### Floorplan with the power grid

The bar under the picture is 200 um long. Pins as bars on the die edge.
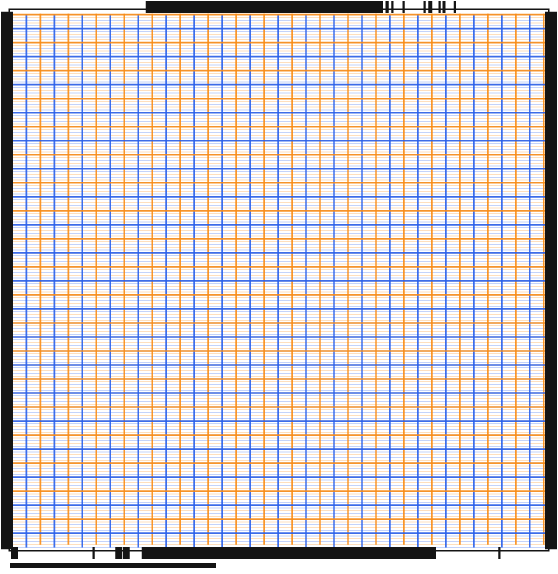
### Cells coloured by class

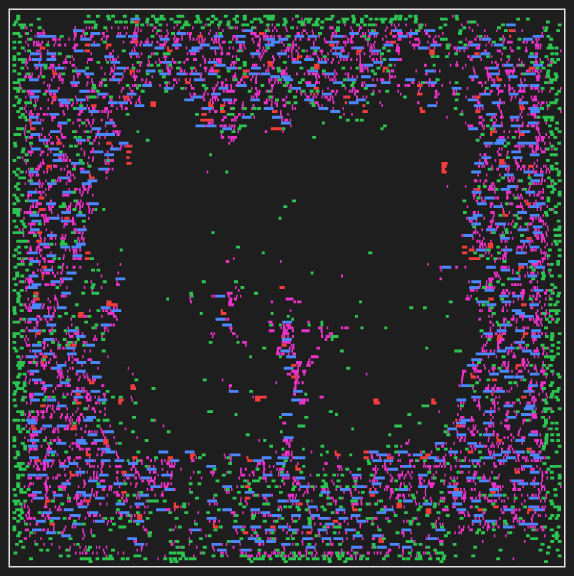
### Clock wires, drivers and flops

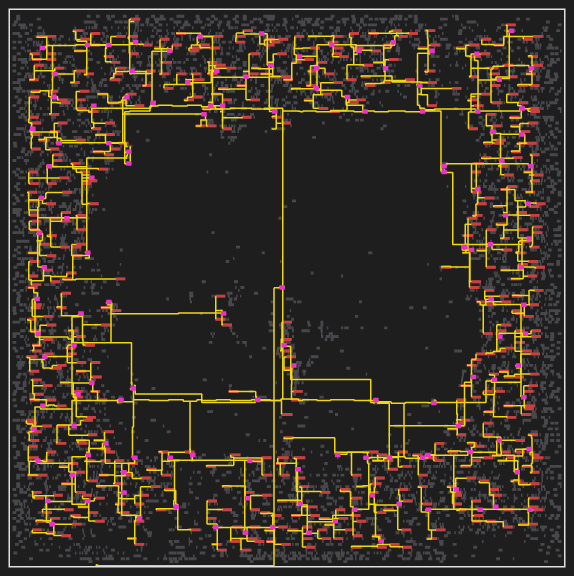
<file path="src/rtl/mem_ctrl_pkg.sv">
// Shared types and helpers for the line-to-word memory controller.
// Consumed by mem_line_ctrl (CRIT_WORD_FIRST_EN selects critical-word-first fills there).
package mem_ctrl_pkg;

  localparam int BEAT_BYTES    = 8;
  localparam int DEF_LINE_BITS = 512;
  localparam int DEF_WORD_BITS = 64;
  localparam int ADDR_BITS     = 64;

  typedef enum logic [2:0] {
    ST_IDLE,
    ST_WR_BEATS,
    ST_RD_ISSUE,
    ST_RD_WAIT,
    ST_RESP
  } mem_state_t;

  // Byte address of word slot idx within the line starting at base.
  function automatic logic [ADDR_BITS-1:0] beat_addr(input logic [ADDR_BITS-1:0] base,
                                                     input logic [7:0]           idx);
    return base + ADDR_BITS'(idx) * ADDR_BITS'(BEAT_BYTES);
  endfunction

endpackage

</file>
<file path="src/rtl/line_beat_buf.sv">
// Line-wide staging buffer: whole-line load for write-backs, word-slot writes for fill
// returns, and a word-slot read mux feeding the write beats.
module line_beat_buf
  import mem_ctrl_pkg::*;
#(
  parameter int LINE_BITS = DEF_LINE_BITS,
  parameter int WORD_BITS = DEF_WORD_BITS,
  parameter int IDX_W     = $clog2(LINE_BITS / WORD_BITS)
) (
  input  logic                 clk_in,
  input  logic                 rst_in,
  input  logic                 load_en,
  input  logic [LINE_BITS-1:0] load_line,
  input  logic                 wr_en,
  input  logic [IDX_W-1:0]     wr_idx,
  input  logic [WORD_BITS-1:0] wr_data,
  input  logic [IDX_W-1:0]     rd_idx,
  output logic [WORD_BITS-1:0] rd_data,
  output logic [LINE_BITS-1:0] line
);

  localparam int BEATS = LINE_BITS / WORD_BITS;

  logic [BEATS-1:0][WORD_BITS-1:0] line_q;

  always_ff @(posedge clk_in or posedge rst_in) begin
    if (rst_in) begin
      line_q <= '0;
    end else if (load_en) begin
      line_q <= load_line;
    end else if (wr_en) begin
      line_q[wr_idx] <= wr_data;
    end
  end

  assign rd_data = line_q[rd_idx];
  assign line    = line_q;

endmodule

</file>
<file path="src/rtl/mem_line_ctrl.sv">
// Serialises whole-line fills/write-backs into word beats on a pipelined memory port.
// Define CRIT_WORD_FIRST_EN to issue fill beats starting at the requested word.
module mem_line_ctrl
  import mem_ctrl_pkg::*;
#(
  parameter int W         = 64,
  parameter int LINE_BITS = DEF_LINE_BITS,
  parameter int WORD_BITS = DEF_WORD_BITS
) (
  input  logic                 clk_in,
  input  logic                 rst_in,
  input  logic                 req_valid_in,
  output logic                 req_ready_out,
  input  logic [W-1:0]         req_addr_in,
  input  logic                 req_we_in,
  input  logic [LINE_BITS-1:0] req_line_in,
  output logic                 resp_valid_out,
  input  logic                 resp_ready_in,
  output logic [W-1:0]         resp_addr_out,
  output logic [LINE_BITS-1:0] resp_line_out,
  output logic                 mem_en_out,
  output logic                 mem_we_out,
  output logic [W-1:0]         mem_addr_out,
  output logic [WORD_BITS-1:0] mem_wdata_out,
  input  logic                 mem_ready_in,
  input  logic                 mem_rvalid_in,
  input  logic [WORD_BITS-1:0] mem_rdata_in
);

  localparam int BEATS    = LINE_BITS / WORD_BITS;
  localparam int OFF_BITS = $clog2(LINE_BITS / 8);
  localparam int WOFF     = $clog2(BEAT_BYTES);
  localparam int IDX_W    = $clog2(BEATS);
  localparam int CNT_W    = IDX_W + 1;

  mem_state_t state_q, state_d;

  logic [W-1:0]         base_q;
  logic [IDX_W-1:0]     start_q;
  logic [CNT_W-1:0]     idx_q;
  logic [CNT_W-1:0]     ret_q;
  logic [W-1:0]         req_base;
  logic [IDX_W-1:0]     req_start;
  logic [IDX_W-1:0]     issue_slot;
  logic [IDX_W-1:0]     ret_slot;
  logic [WORD_BITS-1:0] buf_rd_data;
  logic [LINE_BITS-1:0] buf_line;
  logic                 req_fire;
  logic                 issue_fire;
  logic                 ret_fire;
  logic                 last_beat;
  logic                 ret_last;
  logic                 ret_done;

  // Handshakes: a transfer happens on a cycle where both valid and ready are high;
  // valid-side payload is held stable until that cycle; ready may depend only on state.
  assign req_fire   = req_valid_in && (state_q == ST_IDLE);
  assign issue_fire = mem_ready_in && ((state_q == ST_WR_BEATS) || (state_q == ST_RD_ISSUE));
  assign ret_fire   = mem_rvalid_in && ((state_q == ST_RD_ISSUE) || (state_q == ST_RD_WAIT));
  assign last_beat  = (idx_q == CNT_W'(BEATS - 1));
  assign ret_last   = ret_fire && (ret_q == CNT_W'(BEATS - 1));
  assign ret_done   = (ret_q == CNT_W'(BEATS));

  assign req_base = req_addr_in & ~W'(LINE_BITS / 8 - 1);

`ifdef CRIT_WORD_FIRST_EN
  assign req_start = req_we_in ? '0 : req_addr_in[OFF_BITS-1:WOFF];
`else
  assign req_start = '0;
`endif

  // Returns arrive in issue order, so the n-th return belongs to slot start+n.
  assign issue_slot = start_q + idx_q[IDX_W-1:0];
  assign ret_slot   = start_q + ret_q[IDX_W-1:0];

  always_ff @(posedge clk_in or posedge rst_in) begin
    if (rst_in) begin
      state_q <= ST_IDLE;
      base_q  <= '0;
      start_q <= '0;
      idx_q   <= '0;
      ret_q   <= '0;
    end else begin
      state_q <= state_d;
      if (req_fire) begin
        base_q  <= req_base;
        start_q <= req_start;
        idx_q   <= '0;
        ret_q   <= '0;
      end else begin
        if (issue_fire) idx_q <= idx_q + CNT_W'(1);
        if (ret_fire)   ret_q <= ret_q + CNT_W'(1);
      end
    end
  end

  always_comb begin
    state_d        = state_q;
    req_ready_out  = 1'b0;
    mem_en_out     = 1'b0;
    mem_we_out     = 1'b0;
    resp_valid_out = 1'b0;
    case (state_q)
      ST_IDLE: begin
        req_ready_out = 1'b1;
        if (req_valid_in) state_d = req_we_in ? ST_WR_BEATS : ST_RD_ISSUE;
      end
      ST_WR_BEATS: begin
        mem_en_out = 1'b1;
        mem_we_out = 1'b1;
        if (mem_ready_in && last_beat) state_d = ST_IDLE;
      end
      ST_RD_ISSUE: begin
        mem_en_out = 1'b1;
        if (mem_ready_in && last_beat) state_d = (ret_last || ret_done) ? ST_RESP : ST_RD_WAIT;
      end
      ST_RD_WAIT: begin
        if (ret_last) state_d = ST_RESP;
      end
      ST_RESP: begin
        resp_valid_out = 1'b1;
        if (resp_ready_in) state_d = ST_IDLE;
      end
      default: state_d = ST_IDLE;
    endcase
  end

  assign mem_addr_out  = mem_en_out ? W'(beat_addr(ADDR_BITS'(base_q), 8'(issue_slot))) : '0;
  assign mem_wdata_out = mem_we_out ? buf_rd_data : '0;
  assign resp_addr_out = resp_valid_out ? base_q : '0;
  assign resp_line_out = resp_valid_out ? buf_line : '0;

  line_beat_buf #(
    .LINE_BITS (LINE_BITS),
    .WORD_BITS (WORD_BITS),
    .IDX_W     (IDX_W)
  ) u_buf (
    .clk_in    (clk_in),
    .rst_in    (rst_in),
    .load_en   (req_fire),
    .load_line (req_line_in),
    .wr_en     (ret_fire),
    .wr_idx    (ret_slot),
    .wr_data   (mem_rdata_in),
    .rd_idx    (issue_slot),
    .rd_data   (buf_rd_data),
    .line      (buf_line)
  );

endmodule
</file>
<file path="config.mk">
export PLATFORM = sky130hd
export DESIGN_NAME = mem_line_ctrl
export DESIGN_NICKNAME = d
export VERILOG_FILES = /design/src/rtl/mem_ctrl_pkg.sv /design/src/rtl/line_beat_buf.sv /design/src/rtl/mem_line_ctrl.sv
export SDC_FILE = /design/constraint.sdc
export NUM_CORES = 2
export LEC_CHECK = 0
export ABC_AREA = 1
export CORE_AREA = 2 2 520 522
export CTS_BUF_LIST = sky130_fd_sc_hd__clkbuf_8
export DETAILED_ROUTE_END_ITERATION = 16
export DIE_AREA = 0 0 522 524
export PLACE_DENSITY_LB_ADDON = 0.2
export SLEW_MARGIN = 20
export SYNTH_ARGS = -nofsm -noshare
export SYNTH_HDL_FRONTEND = slang
export SYNTH_SLANG_ARGS = --single-unit
</file>
<file path="constraint.sdc">
create_clock -name clk_in -period 31.2 [get_ports clk_in]
set_input_delay 7.8 -clock clk_in [delete_from_list [all_inputs] [get_ports clk_in]]
set_output_delay 7.8 -clock clk_in [all_outputs]
set_load 0.02 [all_outputs]
</file>
==> notes.md <==
flow finished, numbers: GR Util met3=0.0653, CP Buf/Inv Count=4, post-DR wirelength/cell=31.1 um, Seq power=1.40 mW, Buffers, non-clock=1425, die width=522 um, DRT Pass-1 Iters=6, flop2flop setup slack=26.16 ns, YS chip area=35000 um2, PwrDens=95.7 nW/um2, Post-synth ARST share=1.00, status=finished clean, Final Max Tran Viols=0, Met2 Routed Length=143 mm, DR vias=43795, crit path kind=reg -> out, total CTS buffers=135, FF-to-FF Start=state_q[2], library cells used by synthesis=27, Seq cells=581, sequential fraction of design power=0.266, XOR Share, Synth=0.000250, Logic pwr share=0.550, EDFF count, synth=0, largest net degree at the start of global routing=169, Commonest Layout Cell=nand2_1, crit path capture=mem_wdata_out[43], Area leader share=0.415, relative slew slack=0.211, RSZ-0062 raised after global routing=no, reg2reg end=u_buf.line[269], # clock sinks=581, CTS tree=done, FA/HA/MAJ Cells, Area Fraction=0.00107, most frequent cell after synthesis=nand2_1, R2R cell count=9, # Max-Cap Violations=0, layout filler cell count=30477, crit-path max FO=37, post-synthesis cell count=5290, VDD IR max=0.0570 mV, Multi-input comb cells=3631, postcts setup bufs=0, top comb family, area=simple AND/OR/NAND/NOR gates, post-CTS resize count=0, Crit path depth=9, Int Pwr=2.45 mW, first-pass GRT wire length=412 mm, max reg flops=512, clk cell area share=0.0501, Crit-path slowest cell=dfrtp_4, Setup-failing EPs final=0, P_comb=2.89 mW, Via-to-Cell Ratio=4.32, critical path data arrival time=4.87 ns, Worst Hold Path Cells=2, Hold EP=u_buf.line[361], NetSw=2.80 mW, Worst Setup Slack post-DPL=18.24 ns, number of global-route vias before repair=43581, total global routing overflow=0, Leakage=23.3 nW, Storage cell area=14600 um2, die height=524 um, TAP cells=3552, global-route met2 utilization=0.355, PortBufs=1339, minimum clock period=12.67 ns, Placer Congestion=0.943, Largest area class, layout=combinational gates, # Cells Yosys=5290, global routing usage on met1=0.283, Layout area overhead=56.7%, Top Layout Cells=nand2_1, clkdlybuf4s50_1, nor2_1, inv_1, dfrtp_1, GRT busiest layer=met2, DR WL met3=27.8 mm, critical path's largest stage delay=0.76 ns, CP required=23.40 ns, logic area=16300 um2, post-synthesis sequential area ratio=0.415, CP Launch Point=idx_q[1], n_diodes=33, Compound Share, Synth=0.145, top cells by count=nand2_1, nor2_1, inv_1, dfrtp_1, nand3_1
About 'Floorplan with the power grid':
net	colour
VDD	orange
VSS	blue
met4 straps	38
signal pins	1355
rows	190
met1 rails	191

About 'Cells coloured by class':
class	colour	cells	share of their area
other buffers and delay cells	green	1425	28%
all other logic	magenta	4319	38%
flip-flops	blue	581	29%
clock drivers and dummy loads	red	239	5.5%
Final Core Density: 0.205
core area: 267000 um2
row count: 190
sequential portion of the cell area: 0.265
Design Area, Final: 54900 um2

About 'Clock wires, drivers and flops':
[clock wires] yellow | length: 14500 um
[flip-flops] red | count: 581
[cells driving clock nets] magenta | count: 135
flops lie	widely spread
routed clock nets	136
clock share of power: 0.184
Final Skew: 0.0374 ns
Clk power: 0.967 mW
Latency at later pin: 0.90 ns

Power is estimated from default activity; no workload was simulated.
